--- config.mk ---
export PLATFORM = sky130hd
export DESIGN_NAME = instruction_fetch_unit
export DESIGN_NICKNAME = d
export VERILOG_FILES = /design/src/rtl/tsp_fetch_pkg.sv /design/src/rtl/fetch_skid_fifo.sv /design/src/rtl/instruction_fetch_unit.sv
export SDC_FILE = /design/constraint.sdc
export NUM_CORES = 1
export LEC_CHECK = 0
export CAP_MARGIN = 20
export CORE_AREA = 5 5 149 94
export DETAILED_ROUTE_END_ITERATION = 16
export DIE_AREA = 0 0 154 99
export PLACE_DENSITY = 0.74
export SKIP_LAST_GASP = 1
export SYNTH_ARGS = -nofsm -noshare
export SYNTH_HDL_FRONTEND = slang
export SYNTH_SLANG_ARGS = --single-unit
--- constraint.sdc ---
create_clock -name clk -period 7.4 [get_ports clk]
set_input_delay 1.11 -clock clk [delete_from_list [all_inputs] [get_ports clk]]
set_output_delay 1.11 -clock clk [all_outputs]
set_load 0.01 [all_outputs]
--- src/rtl/tsp_fetch_pkg.sv ---
// Shared fetch-unit types: FSM encoding, skid FIFO depth, fetch entry layout
// and the FIFO occupancy update helper.
package tsp_fetch_pkg;

   typedef enum logic [1:0] {
      IDLE  = 2'd0,
      FETCH = 2'd1,
      DRAIN = 2'd2,
      DONE  = 2'd3
   } fetch_state_t;

   localparam int FETCH_FIFO_DEPTH = 2;
   localparam int FETCH_INSTR_W    = 32;
   localparam int FETCH_ADDR_W     = 10;

   typedef struct packed {
      logic [FETCH_INSTR_W-1:0] instr;
      logic [FETCH_ADDR_W-1:0]  pc;
   } fetch_entry_t;

   function automatic logic [1:0] fifo_count_next(input logic [1:0] count,
                                                  input logic       push,
                                                  input logic       pop);
      return count + {1'b0, push} - {1'b0, pop};
   endfunction

endpackage

--- src/rtl/fetch_skid_fifo.sv ---
// Two-entry skid FIFO between the memory response path and the decoder
// handshake; the head is visible combinationally from the storage registers.
module fetch_skid_fifo
   import tsp_fetch_pkg::*;
#(
   parameter int WIDTH = FETCH_INSTR_W + FETCH_ADDR_W
) (
   input  logic             clk,
   input  logic             rst,
   input  logic             push_i,
   input  logic [WIDTH-1:0] data_i,
   input  logic             pop_i,
   output logic [1:0]       count_o,
   output logic [WIDTH-1:0] head_o
);

   logic [WIDTH-1:0] slot0_q, slot0_d;
   logic [WIDTH-1:0] slot1_q, slot1_d;
   logic             rd_ptr_q, rd_ptr_d;
   logic             wr_ptr_q, wr_ptr_d;
   logic [1:0]       count_q, count_d;
   logic             do_push_s;
   logic             do_pop_s;

   // Next-state for storage, pointers and occupancy
   always_comb begin
      slot0_d   = slot0_q;
      slot1_d   = slot1_q;
      do_pop_s  = pop_i && (count_q != 2'd0);
      // A full FIFO only accepts a push when the head leaves in the same cycle
      do_push_s = push_i && ((count_q != 2'(FETCH_FIFO_DEPTH)) || do_pop_s);
      if (do_push_s) begin
         if (wr_ptr_q == 1'b0) begin
            slot0_d = data_i;
         end else begin
            slot1_d = data_i;
         end
         wr_ptr_d = ~wr_ptr_q;
      end else begin
         wr_ptr_d = wr_ptr_q;
      end
      if (do_pop_s) begin
         rd_ptr_d = ~rd_ptr_q;
      end else begin
         rd_ptr_d = rd_ptr_q;
      end
      count_d = fifo_count_next(count_q, do_push_s, do_pop_s);
   end

   // Storage and pointer registers
   always_ff @(posedge clk) begin
      if (rst) begin
         slot0_q  <= {WIDTH{1'b0}};
         slot1_q  <= {WIDTH{1'b0}};
         rd_ptr_q <= 1'b0;
         wr_ptr_q <= 1'b0;
         count_q  <= 2'd0;
      end else begin
         slot0_q  <= slot0_d;
         slot1_q  <= slot1_d;
         rd_ptr_q <= rd_ptr_d;
         wr_ptr_q <= wr_ptr_d;
         count_q  <= count_d;
      end
   end

   assign count_o = count_q;
   assign head_o  = rd_ptr_q ? slot1_q : slot0_q;

endmodule

--- src/rtl/instruction_fetch_unit.sv ---
// PC sequencer feeding the decoder from a one-cycle-latency instruction memory.
// Optional build macro IFU_PERF_CNT_EN adds handshake/stall counters.
module instruction_fetch_unit
   import tsp_fetch_pkg::*;
#(
   parameter int INSTR_WIDTH          = 32,
   parameter int INSTR_MEM_ADDR_WIDTH = 10,
   parameter int START_ADDR           = 0
) (
   input  logic                            clk,
   input  logic                            rst,
   input  logic                            start,
   output logic [INSTR_MEM_ADDR_WIDTH-1:0] imem_address,
   input  logic [INSTR_WIDTH-1:0]          imem_instr,
   input  logic                            imem_valid,
   output logic [INSTR_WIDTH-1:0]          instr_out,
   output logic [INSTR_MEM_ADDR_WIDTH-1:0] instr_pc,
   output logic                            instr_valid_out,
   input  logic                            instr_ready,
   output logic                            busy,
   output logic                            done,
   output logic [INSTR_MEM_ADDR_WIDTH-1:0] halt_pc
`ifdef IFU_PERF_CNT_EN
   ,
   output logic [31:0]                     perf_fetched,
   output logic [31:0]                     perf_stall
`endif
);

   localparam int AW      = INSTR_MEM_ADDR_WIDTH;
   localparam int ENTRY_W = INSTR_WIDTH + AW;
   localparam logic [AW-1:0] START_PC = AW'(START_ADDR);
   localparam logic [AW-1:0] PC_ONE   = {{(AW-1){1'b0}}, 1'b1};

   fetch_state_t       state_q, state_d;
   logic [AW-1:0]      pc_q, pc_d;
   logic               pending_q, pending_d;
   logic [AW-1:0]      tag_q, tag_d;
   logic [AW-1:0]      halt_pc_q, halt_pc_d;

   logic               start_acc_s;
   logic               pop_s;
   logic               resp_s;
   logic               push_s;
   logic               halt_s;
   logic               issue_s;
   logic [2:0]         occ_s;
   logic [1:0]         fifo_count_s;
   logic [ENTRY_W-1:0] fifo_head_s;

   // FSM state register
   always_ff @(posedge clk) begin
      if (rst) begin
         state_q <= IDLE;
      end else begin
         state_q <= state_d;
      end
   end

   // FSM next-state logic
   always_comb begin
      state_d = state_q;
      case (state_q)
         IDLE: begin
            if (start) begin
               state_d = FETCH;
            end else begin
               state_d = IDLE;
            end
         end
         FETCH: begin
            if (halt_s) begin
               state_d = DRAIN;
            end else begin
               state_d = FETCH;
            end
         end
         DRAIN: begin
            if (fifo_count_s == 2'd0) begin
               state_d = DONE;
            end else begin
               state_d = DRAIN;
            end
         end
         DONE:    state_d = IDLE;
         default: state_d = IDLE;
      endcase
   end

   // FSM output decode
   always_comb begin
      busy = 1'b0;
      done = 1'b0;
      case (state_q)
         FETCH:   busy = 1'b1;
         DRAIN:   busy = 1'b1;
         DONE:    done = 1'b1;
         default: begin
            busy = 1'b0;
            done = 1'b0;
         end
      endcase
   end

   // Issue, response and halt decisions
   always_comb begin
      start_acc_s = (state_q == IDLE) && start;
      pop_s       = instr_valid_out && instr_ready;
      // Only responses tagged by a FETCH-state issue are consumed
      resp_s      = (state_q == FETCH) && pending_q;
      push_s      = resp_s && imem_valid;
      halt_s      = resp_s && !imem_valid;
      occ_s       = {1'b0, fifo_count_s} + {2'b00, pending_q} - {2'b00, pop_s};
      issue_s     = (state_q == FETCH) && !halt_s && (occ_s < 3'(FETCH_FIFO_DEPTH));
      pending_d   = issue_s;
      if (start_acc_s) begin
         pc_d = START_PC;
      end else if (issue_s) begin
         pc_d = pc_q + PC_ONE;
      end else begin
         pc_d = pc_q;
      end
      if (issue_s) begin
         tag_d = pc_q;
      end else begin
         tag_d = tag_q;
      end
      if (start_acc_s) begin
         halt_pc_d = {AW{1'b0}};
      end else if (halt_s) begin
         halt_pc_d = tag_q;
      end else begin
         halt_pc_d = halt_pc_q;
      end
   end

   // PC, pending tag and halt address registers
   always_ff @(posedge clk) begin
      if (rst) begin
         pc_q      <= START_PC;
         pending_q <= 1'b0;
         tag_q     <= {AW{1'b0}};
         halt_pc_q <= {AW{1'b0}};
      end else begin
         pc_q      <= pc_d;
         pending_q <= pending_d;
         tag_q     <= tag_d;
         halt_pc_q <= halt_pc_d;
      end
   end

   fetch_skid_fifo #(
      .WIDTH (ENTRY_W)
   ) u_fifo (
      .clk     (clk),
      .rst     (rst),
      .push_i  (push_s),
      .data_i  ({imem_instr, tag_q}),
      .pop_i   (pop_s),
      .count_o (fifo_count_s),
      .head_o  (fifo_head_s)
   );

   assign imem_address            = pc_q;
   assign halt_pc                 = halt_pc_q;
   assign instr_valid_out         = (fifo_count_s != 2'd0);
   assign {instr_out, instr_pc}   = fifo_head_s;

`ifdef IFU_PERF_CNT_EN
   logic [31:0] perf_fetched_q;
   logic [31:0] perf_stall_q;

   // Saturating handshake and back-pressure counters, cleared by an accepted start
   always_ff @(posedge clk) begin
      if (rst || start_acc_s) begin
         perf_fetched_q <= 32'd0;
         perf_stall_q   <= 32'd0;
      end else begin
         if (pop_s && (perf_fetched_q != 32'hFFFF_FFFF)) begin
            perf_fetched_q <= perf_fetched_q + 32'd1;
         end
         if (instr_valid_out && !instr_ready && (perf_stall_q != 32'hFFFF_FFFF)) begin
            perf_stall_q <= perf_stall_q + 32'd1;
         end
      end
   end

   assign perf_fetched = perf_fetched_q;
   assign perf_stall   = perf_stall_q;
`endif

endmodule

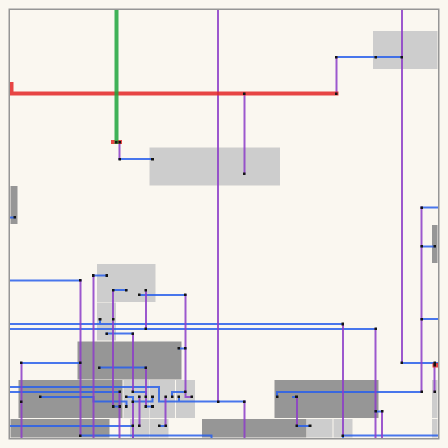
Figure 1: run 1, a small window of the routed layout.
Window x 62 to 92, y 34 to 64 um. Cells in gray, sequential cells in the stronger gray; small squares are vias.
M3: marked red. M4: marked green. M1: marked blue. M2: marked purple.
Netlist names of flops here include u_fifo.slot0_q (2), u_fifo.slot1_q (2). Sequential cells in the window: 5. Most frequent: nand2_1 (5), dfxtp_1 (5), a21oi_1 (3). 15 logic cells have their middle in the window.

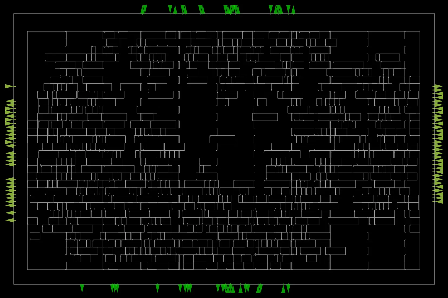
Figure 2: run 1, placement view.
flop share of the area: 36.0%
Non-Filler Instances: 864
flip-flops: 121

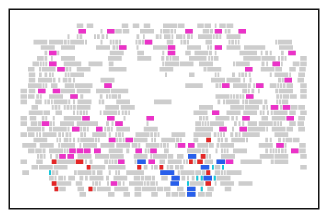
Figure 3: run 1, gate-type map.
(2 px per um)
fa/ha/maj cells: marked blue, cells 10, most used ha_1, where bottom middle. mux cells: marked magenta, cells 56, most used mux2_2. inv cells: marked cyan, cells 8, most used inv_1. and/or cells: marked red, cells 14.

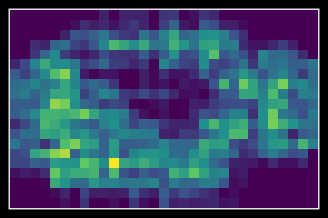
Figure 4: run 1, routed metal per tile.
(2 px per um) The die is cut into 31 by 20 equal tiles; dark purple is low, yellow is high, scaled to the fullest tile. Values are wire area over tile area, all layers added.
The fullest tile reaches 0.52. 20% of the tiles are nearly empty. The emptiest ninth of the die: bottom right. 16% of the tiles are over half the peak.
Total GRT Usage: 17.5%
via count: 4420
wire per inst: 15.3 um

==> run summary, run 1 <==
worst path bufs/invs: 2
most numerous logic cell after layout: nand2_1
setup bufs post-CTS: 0
CP startpoint kind: input pin
Critical Path Source: instr_ready
Comb power frac: 14.6%
met2 Use GR: 26.6%
Routed Antenna Nets: 0
Pwr top: clock
Peak Freq: 0.287 GHz
register area share after synthesis: 48.2%
final core utilization: 53.9%
Peak VDD IR: 0.000146 V
vias per cell: 5.12
CP required: 7.73 ns
flop2flop setup slack: 4.44 ns
ant diodes: 0
Crit path arrival time: 3.82 ns
final number of setup-violating endpoints: 0
FF-to-FF End: imem_address[9]
critical path, cell by cell: clkdlybuf4s50_1 > and2_1 > ha_1 > inv_1 > nand2_1 > fa_1 > xnor2_1 > nand4_1 > or4_1 > a21oi_1
Post-Syn Nets: 643
tool warnings: 33
chip area: 0.0152 mm2
layout cells sized above 1: 12.7%
clk slew on worst S/H paths: 0.06 ns
crit end category: flip-flop
DRC Markers: 0
Max transition margin: 30.5%
post-synth top area cell: dfxtp_1
# clock sinks: 121
drt pass-1 iters: 4
Worst Path Class, Setup: in -> reg
GRT met3 Usage: 5.92%
Die Ht: 99 um
Post-synth EDFFs: 0
area delta synth->final: 33.9%
combinational logic power: 267 uW
Hold WS: 0.452 ns
gr ovfl total: 0
status: finished, final reports clean
[run 1: area by class of cell]
type	instances	area [um2]	share of cell area [%]
Multi-Input combinational cell	428	2390	35.6
Clock buffer	19	453	6.73
Tap cell	170	213	3.16
Clock inverter	13	168	2.49
Inverter	8	30.0	0.446
Timing Repair Buffer	105	1050	15.6
Sequential cell	121	2420	36.0
[run 1: cell families (layout without fill, tap and decap cells)]
kind of cell,Yosys count,in the layout,share of synthesized area (%)
and+or+nand+nor,248,248,20.6
DFF,121,121,48.2
AOI/OAI and AO/OA,108,108,11.0
muxes,56,56,12.2
buffers and inverters,47,145,4.38
adders and majority gates,10,10,2.64
xor gates and xnor gates,6,6,1.05
[run 1: metal layers]
metal	share of wire (%)	wire, um
met5	0	0
met4	0.61	81
met3	6.6	872
met2	44	5870
met1	49	6440
Figure 5. Wiring by layer (run 1).
(2 px per um) Two of the layers only.
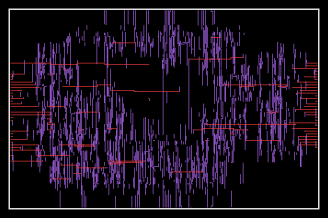

--- run 2 (diff from run 1) ---
Clock period 7.4 ns to 3.5 ns, I/O delays scaled along.
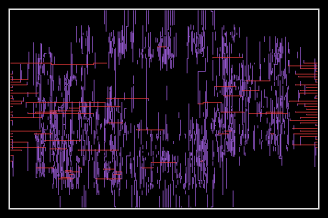
Figure 6: run 2, wiring by layer.
(2 px per um) Two of the layers only.
M2: marked purple, wire length 6050 um. M3: marked red, wire length 811 um.
wire per inst: 15.4 um
via count: 4416
Total GRT Usage: 17.5%
Post-Route WL: 13300 um

==> run summary, run 2 <==
CP startpoint kind: flip-flop
DRC Markers: 0 (unchanged)
Pwr top: clock
Hold WS: 0.450 ns (-0.00193 ns)
vias per cell: 5.11 (about the same)
flop2flop setup slack: 0.57 ns (-3.87 ns)
post-synth top area cell: dfxtp_1
final number of setup-violating endpoints: 0 (unchanged)
gr ovfl total: 0 (unchanged)
combinational logic power: 560 uW (+110%)
worst path bufs/invs: 2 (unchanged)
area delta synth->final: 32.4%
Max transition margin: 40.3% (+9.8 points)
Peak VDD IR: 0.000403 V (+180%)
Critical Path Source: u_fifo.count_o[1]
# clock sinks: 121 (unchanged)
Crit path arrival time: 3.26 ns (-0.56 ns)
layout cells sized above 1: 12.1% (-0.58 points)
tool warnings: 31 (-6.1%)
Peak Freq: 0.341 GHz
ant diodes: 0 (unchanged)
status: finished, final reports clean
Die Ht: 99 um (unchanged)
Reg area: 0.00242 mm2 (unchanged)
critical path, cell by cell: nor2_1 > inv_1 > and2_1 > ha_1 > inv_1 > nand2_1 > fa_1 > xnor2_1 > nand4_1 > or4_1 > a21oi_1
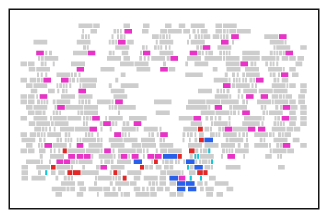
Figure 7: run 2, gate-type map.
(2 px per um)
inv cells: marked cyan, cells 8, most used inv_1, where bottom middle. and/or cells: marked red, cells 14. fa/ha/maj cells: marked blue, cells 10, most used ha_1, where bottom middle. mux cells: marked magenta, cells 56, most used mux2_2.
logic share of the area: 36.0%
most numerous logic cell after layout: nand2_1

-- run 2: area by class of cell --
type / count / share of cell area, %
clock buffers: 22 / 6.82
flip-flops and latches: 121 / 36.4
clock inverters: 8 / 1.13
multi-input cells: 428 / 36.0
inverters: 8 / 0.451
repair buffers: 107 / 16.0
well taps: 170 / 3.20
-- run 2: cell families after synthesis --
group / after synthesis / share of synthesized area, %
adder cells (fa/ha/maj): 10 / 2.64
AND-OR/OR-AND: 108 / 11.0
buffers and inverters: 47 / 4.38
AND/OR/NAND/NOR: 248 / 20.6
XOR/XNOR: 6 / 1.05
flip-flops: 121 / 48.2
multiplexers: 56 / 12.2
-- run 2: layer usage --
layer	up-vias	wire (um)	track usage [%]
met2	140	6050	28.4
met4	0	26	3.93
met3	4	810	4.83
li1	2150	-	-
met1	2122	6440	23.4
met5	-	0	0
Power and IR drop assume default switching activity.
